==> run_1/layers.png <==
Bar = 50 um. Only two layers are drawn.
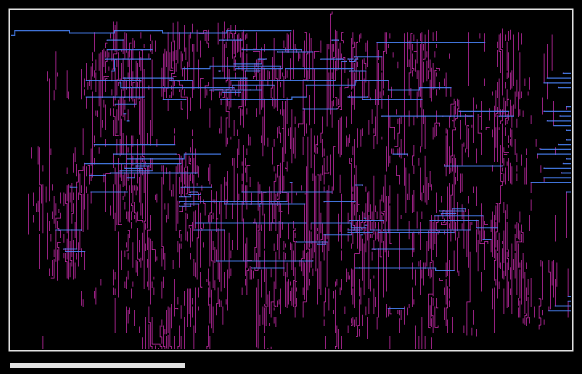
==> run_1/clock_nets.png <==
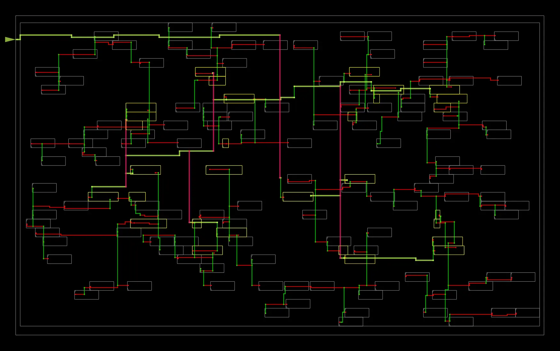
==> run_1/clock_wires.png <==
Bar = 50 um.
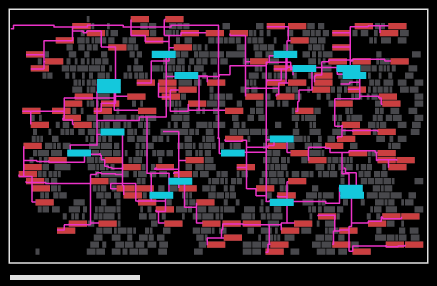
==> src/rtl/radar_echo_emulator.sv <==
// Radar target emulator: echoes a trigger edge after ceil(dist/RANGE_PER_CYCLE) cycles (min 1), or gives no_return after the MAX_RANGE window.
// No backpressure: trigger edges that arrive while a pulse is in flight are dropped and reported on trigger_dropped.
module radar_echo_emulator #(
  parameter int unsigned RANGE_PER_CYCLE = 150,
  parameter int unsigned MAX_RANGE       = 300000,
  parameter int unsigned ECHO_WIDTH      = 1
) (
  input  logic        CLK,
  input  logic        RST,
  input  logic        radar_pulse_trigger,
  input  logic        target_present,
  input  logic [31:0] target_distance,
  output logic        radar_echo,
  output logic        no_return,
  output logic        trigger_dropped,
  output logic        busy,
  output logic [15:0] echo_count,
  output logic [1:0]  emu_state
);

  typedef enum logic [1:0] {
    IDLE  = 2'd0,
    COUNT = 2'd1,
    ECHO  = 2'd2
  } state_t;

  localparam logic [31:0] RPC  = 32'(RANGE_PER_CYCLE);
  localparam logic [31:0] MAXR = 32'(MAX_RANGE);
  localparam logic [31:0] EW   = 32'(ECHO_WIDTH);

  state_t      state;
  logic        trig_prev;
  logic        trig_edge;
  logic        drop_pend;
  logic        hit;
  logic        new_hit;
  logic [31:0] acc;
  logic [31:0] dist_eff;
  logic [31:0] width_cnt;
  logic [32:0] acc_next;
  logic        reached;

  assign trig_edge = radar_pulse_trigger & ~trig_prev;
  assign new_hit   = target_present && (target_distance <= MAXR);

  // 33-bit sum so a distance near 2^32 can never wrap the comparison
  assign acc_next  = {1'b0, acc} + {1'b0, RPC};
  assign reached   = (acc_next >= {1'b0, dist_eff});

  assign emu_state = state;
  assign busy      = (state == COUNT) || (state == ECHO);

  always_ff @(posedge CLK) begin
    if (RST) begin
      state           <= IDLE;
      trig_prev       <= 1'b0;
      drop_pend       <= 1'b0;
      hit             <= 1'b0;
      acc             <= '0;
      dist_eff        <= '0;
      width_cnt       <= '0;
      radar_echo      <= 1'b0;
      no_return       <= 1'b0;
      trigger_dropped <= 1'b0;
      echo_count      <= '0;
    end else begin
      trig_prev       <= radar_pulse_trigger;
      no_return       <= 1'b0;
      // Drop report is delayed one edge behind the ignored trigger edge
      drop_pend       <= trig_edge && ((state == COUNT) || (state == ECHO));
      trigger_dropped <= drop_pend;

      case (state)
        IDLE: begin
          radar_echo <= 1'b0;
          if (trig_edge) begin
            hit      <= new_hit;
            dist_eff <= new_hit ? target_distance : MAXR;
            acc      <= '0;
            state    <= COUNT;
          end
        end
        COUNT: begin
          if (reached) begin
            if (hit) begin
              state      <= ECHO;
              radar_echo <= 1'b1;
              echo_count <= echo_count + 16'd1;
              width_cnt  <= EW;
            end else begin
              state     <= IDLE;
              no_return <= 1'b1;
            end
          end else begin
            acc <= acc_next[31:0];
          end
        end
        ECHO: begin
          if (width_cnt <= 32'd1) begin
            radar_echo <= 1'b0;
            state      <= IDLE;
          end else begin
            width_cnt <= width_cnt - 32'd1;
          end
        end
        default: begin
          radar_echo <= 1'b0;
          state      <= IDLE;
        end
      endcase
    end
  end

endmodule

==> config.mk <==
export PLATFORM = sky130hd
export DESIGN_NAME = radar_echo_emulator
export DESIGN_NICKNAME = d
export VERILOG_FILES = /design/src/rtl/radar_echo_emulator.sv
export SDC_FILE = /design/constraint.sdc
export NUM_CORES = 1
export LEC_CHECK = 0
export CAP_MARGIN = 20
export CORE_ASPECT_RATIO = 0.6
export CORE_MARGIN = 1
export CORE_UTILIZATION = 45
export CTS_CLUSTER_DIAMETER = 50
export DETAILED_ROUTE_END_ITERATION = 10
export GPL_TIMING_DRIVEN = 1
export REMOVE_ABC_BUFFERS = 1
export SLEW_MARGIN = 20
export SYNTH_ARGS = -nofsm -noshare
export SYNTH_HDL_FRONTEND = slang
export SYNTH_SLANG_ARGS = --single-unit
export TNS_END_PERCENT = 100
==> constraint.sdc <==
create_clock -name CLK -period 6.6 [get_ports CLK]
set_input_delay 0.66 -clock CLK [delete_from_list [all_inputs] [get_ports CLK]]
set_output_delay 0.66 -clock CLK [all_outputs]
set_load 0.01 [all_outputs]
==> flow_results.xml, run 1 <==
<?xml version="1.0" encoding="UTF-8"?>
<metrics>
  <group name="outcome">
    <metric name="status" unit="">finished clean</metric>
  </group>
  <group name="placed_design">
    <metric name="port_buffers" unit="">57</metric>
  </group>
  <group name="power_and_ir_drop">
    <metric name="power-per-cell-area" unit="nW/um^2">281.4</metric>
    <metric name="pg_clk" unit="W">0.000918</metric>
    <metric name="power.internal" unit="W">0.001503</metric>
  </group>
  <group name="synth">
    <metric name="post_synth_xor_area_fraction" unit="">0.04109</metric>
    <metric name="post_synth_mux_area_share" unit="">0.007887</metric>
    <metric name="post_synth_fa_ha_maj_area_fraction" unit="">0.06970</metric>
    <metric name="synth-cells-yosys" unit="">805</metric>
    <metric name="dominantRegCellSynth" unit="">dfxtp_1</metric>
  </group>
  <group name="flow_run">
    <metric name="cap_violations" unit="">0</metric>
  </group>
  <group name="critical_path">
    <metric name="critical_path_cell_count" unit="">16</metric>
    <metric name="register_to_register_setup_slack" unit="ns">1.83</metric>
  </group>
  <group name="global_route">
    <metric name="grt_remaining_overflow" unit="">0</metric>
    <metric name="grt_pass1_wl" unit="mm">31.62</metric>
  </group>
  <group name="timing">
    <metric name="finalWorstPathRequiredPeriod" unit="ns">4.769</metric>
    <metric name="hold_viol" unit="">0</metric>
    <metric name="finalMaxSlewViolations" unit="">0</metric>
  </group>
  <group name="finish">
    <metric name="combAreaFraction" unit="">0.5009</metric>
    <metric name="final_layout_top_logic_cells" unit="">dfxtp_1, nand2_1, clkdlybuf4s50_1</metric>
    <metric name="logic_gates" unit="">588</metric>
    <metric name="largest_registers" unit="">dist_eff x32, width_cnt x32, acc x31</metric>
    <metric name="n_all_buffers" unit="">67</metric>
    <metric name="buffer_area_frac" unit="">0.07913</metric>
  </group>
  <group name="die">
    <metric name="num_tap_cells" unit="">198</metric>
    <metric name="rows" unit="">34</metric>
  </group>
</metrics>
About layers.png:
- M3: blue (wire length 1300 um)
- M2: magenta (wire length 7730 um)

About clock_nets.png:
count of clock-net buffers in the final layout: 22
skew final: 0.008024 ns

About clock_wires.png:
- clock-net drivers: cyan (count 17)
- clock wires: magenta (length 1730 um)
- flip-flops: red (count 119)
- flops lie: spread over the die
- routed clock nets: 18

## run 1: synthesized netlist by cell type (18+ instances only)
| library cell | count | share of area |
|---|---|---|
| ha_1 | 38 | 0.070 |
| nor3_1 | 45 | 0.033 |
| a21oi_1 | 38 | 0.028 |
| clkbuf_1 | 33 | 0.018 |
| inv_1 | 49 | 0.027 |
| o311ai_0 | 18 | 0.023 |
| a22oi_1 | 21 | 0.023 |
| o21ai_0 | 48 | 0.035 |
| nand3_1 | 37 | 0.027 |
| nand2_1 | 58 | 0.032 |
| nor2_1 | 34 | 0.019 |
| dfxtp_1 | 119 | 0.35 |
| xnor2_1 | 21 | 0.027 |
==> run_1/class_map.png <==
Fill, decap, tap and diode cells in gray.
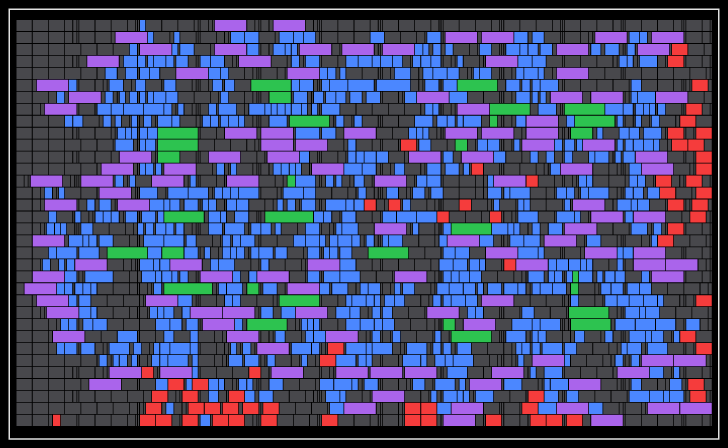

## Run 2: what changed since run 1
==> constraint.sdc (replaced) <==
create_clock -name CLK -period 4.8 [get_ports CLK]
set_input_delay 0.48 -clock CLK [delete_from_list [all_inputs] [get_ports CLK]]
set_output_delay 0.48 -clock CLK [all_outputs]
set_load 0.01 [all_outputs]
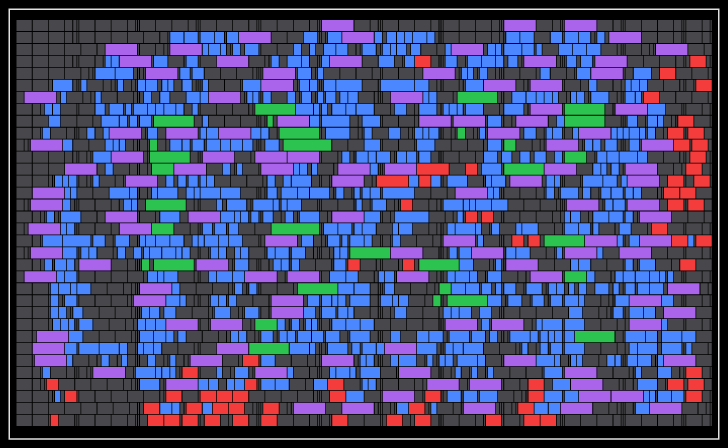
(run_2/class_map.png)
Fill, decap, tap and diode cells in gray.
- remaining buffers and delay cells: red (cells 71; share of their area 8.7%)
- registers: purple (cells 119; share of their area 30%)
- remaining logic cells: blue (cells 638; share of their area 54%)
- clock drivers and dummy loads: green (cells 31; share of their area 7.4%)

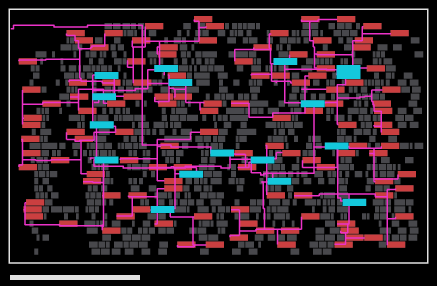
(run_2/clock_wires.png)
Bar = 50 um.
- flip-flops: red (count 119)
- clock-net drivers: cyan (count 17)
- clock wires: magenta (length 1690 um)
- flops lie: spread over the die

==> run 2 against run 1 <==
  * Global-route usage fell by 0.44 points
  * Sequential share of layout area shrank 0.44 points
  * Fmax rose by 6.2%
  * Flip-flop count stayed put
  * Non-clock buffer count rose by 4
  * Register-to-register slack worse by 1.5 ns
  * Critical path depth rose by 1
  * Setup slack worse by 1.5 ns
  * Highest routed layer unchanged
  * Clock power grew 38%
  * Largest cell class unchanged
==> flow_results.xml, run 2 <==
<?xml version="1.0" encoding="UTF-8"?>
<metrics>
  <group name="detailed_routing">
    <metric name="detail-route-antenna-nets" unit="">0</metric>
    <metric name="dr.max_layer_used" unit="">met4</metric>
  </group>
  <group name="finish">
    <metric name="combAreaFraction" unit="">0.5003</metric>
    <metric name="largest_registers" unit="">dist_eff x32, width_cnt x32, acc x31</metric>
    <metric name="final_layout_top_logic_cells" unit="">dfxtp_1, nand2_1, clkdlybuf4s50_1</metric>
    <metric name="logic_gates" unit="">588</metric>
    <metric name="n_clock_buffer" unit="">23</metric>
    <metric name="buffer_area_frac" unit="">0.08465</metric>
    <metric name="clock_cell_area_share" unit="">0.07217</metric>
    <metric name="n_all_buffers" unit="">71</metric>
  </group>
  <group name="power_and_ir_drop">
    <metric name="power-per-cell-area" unit="nW/um^2">390.8</metric>
    <metric name="pg_clk" unit="W">0.00127</metric>
    <metric name="powerSeq" unit="W">0.00105</metric>
    <metric name="power.internal" unit="W">0.002130</metric>
  </group>
  <group name="die">
    <metric name="die_w" unit="um">161.0</metric>
    <metric name="num_tap_cells" unit="">198</metric>
    <metric name="rows" unit="">34</metric>
  </group>
  <group name="global_route">
    <metric name="grt_pass1_wl" unit="mm">30.85</metric>
    <metric name="global_route.peak_usage_layer" unit="">met1</metric>
    <metric name="grtUsageMet2" unit="">0.3312</metric>
    <metric name="grt_remaining_overflow" unit="">0</metric>
  </group>
  <group name="flow_run">
    <metric name="cap_violations" unit="">0</metric>
  </group>
  <group name="synth">
    <metric name="post_synth_xor_area_fraction" unit="">0.04109</metric>
    <metric name="synth.cells.most_frequent" unit="">dfxtp_1, nand2_1, inv_1</metric>
    <metric name="synth-cells-yosys" unit="">805</metric>
    <metric name="dominantRegCellSynth" unit="">dfxtp_1</metric>
    <metric name="post-synth-top-area-fraction" unit="">0.3492</metric>
    <metric name="post_synth_mux_area_share" unit="">0.007887</metric>
    <metric name="netlist.top_cell.by_instances" unit="">dfxtp_1</metric>
    <metric name="synth_warnings" unit="">0</metric>
    <metric name="enable_flop_cells" unit="">0</metric>
    <metric name="post_synth_fa_ha_maj_area_fraction" unit="">0.06970</metric>
    <metric name="topCellsByArea" unit="">dfxtp_1, ha_1, o21ai_0</metric>
    <metric name="syn-cell-area" unit="sq um">6822</metric>
    <metric name="top_area_cell" unit="">dfxtp_1</metric>
  </group>
  <group name="placed_design">
    <metric name="port_buffers" unit="">57</metric>
    <metric name="place_congestion" unit="">0.8572</metric>
    <metric name="dp_slack" unit="ns">0.1375</metric>
  </group>
  <group name="outcome">
    <metric name="status" unit="">finished clean</metric>
  </group>
  <group name="critical_path">
    <metric name="worstSetupStartpointType" unit="">register</metric>
    <metric name="critical_path_class" unit="">reg -&gt; reg</metric>
    <metric name="critical_path_cell_list" unit="">inv_1 -&gt; ha_1 -&gt; nor2b_1 -&gt; o21ba_2 -&gt; o211ai_1 -&gt; nor2_2 -&gt; and2_1 -&gt; xor2_1 -&gt; ha_1 -&gt; nand4_1 -&gt; nor2_1 -&gt; a221oi_1 -&gt; nand3_2 -&gt; or3_1 -&gt; buf_12 -&gt; nor4b_1 -&gt; nor4_1</metric>
    <metric name="register_to_register_setup_slack" unit="ns">0.31</metric>
    <metric name="critical_path_cell_count" unit="">17</metric>
  </group>
  <group name="timing">
    <metric name="finalMaxSlewViolations" unit="">0</metric>
    <metric name="finalWorstPathRequiredPeriod" unit="ns">4.491</metric>
    <metric name="final.setup.worst_slack" unit="ns">0.3088</metric>
    <metric name="hold_viol" unit="">0</metric>
    <metric name="clock_skew" unit="ns">0.01019</metric>
  </group>
</metrics>
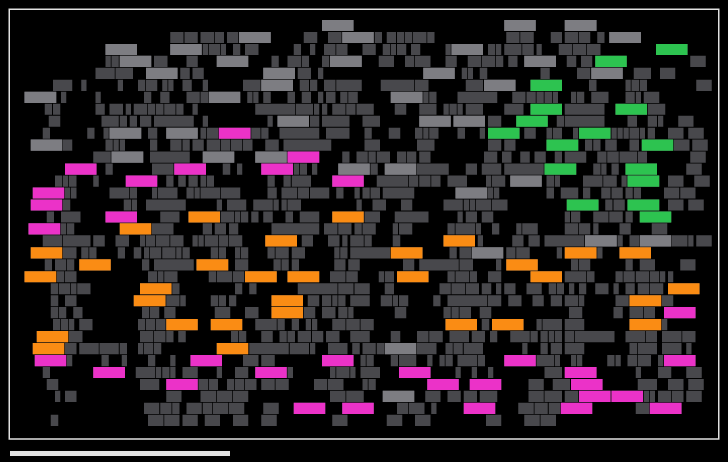
(run_2/ff_map.png)
Bar = 50 um.
- `echo_count`: green (flops 16)
- `dist_eff`: magenta (flops 32)
- `acc`: orange (flops 31)
- not colored: 40

## run 2: cell count changes in the layout (fill, tap and decap cells not counted), moves of 2 or more
cell | before | now
buf_4 | 10 | 12
o31ai_1 | 15 | 13
nand3_1 | 37 | 35
buf_12 | 0 | 2
o31ai_2 | 0 | 2
## run 2: stage by stage
stage	util	power (W)
floorplan	-	0.001551
global placement	0.5161	0.001892
detailed placement	0.5161	0.001913
CTS	0.5566	0.003189
global route	0.5616	0.003350
finish	0.5616	0.003212
## run 2: repair_timing
item / in CTS / in global routing
gates resized: 0 / 9
setup buffers: 0 / 2
hold endpoints to repair: 0 / 0
endpoints found under the setup margin: 0 / 71
Power and IR drop assume default switching activity.
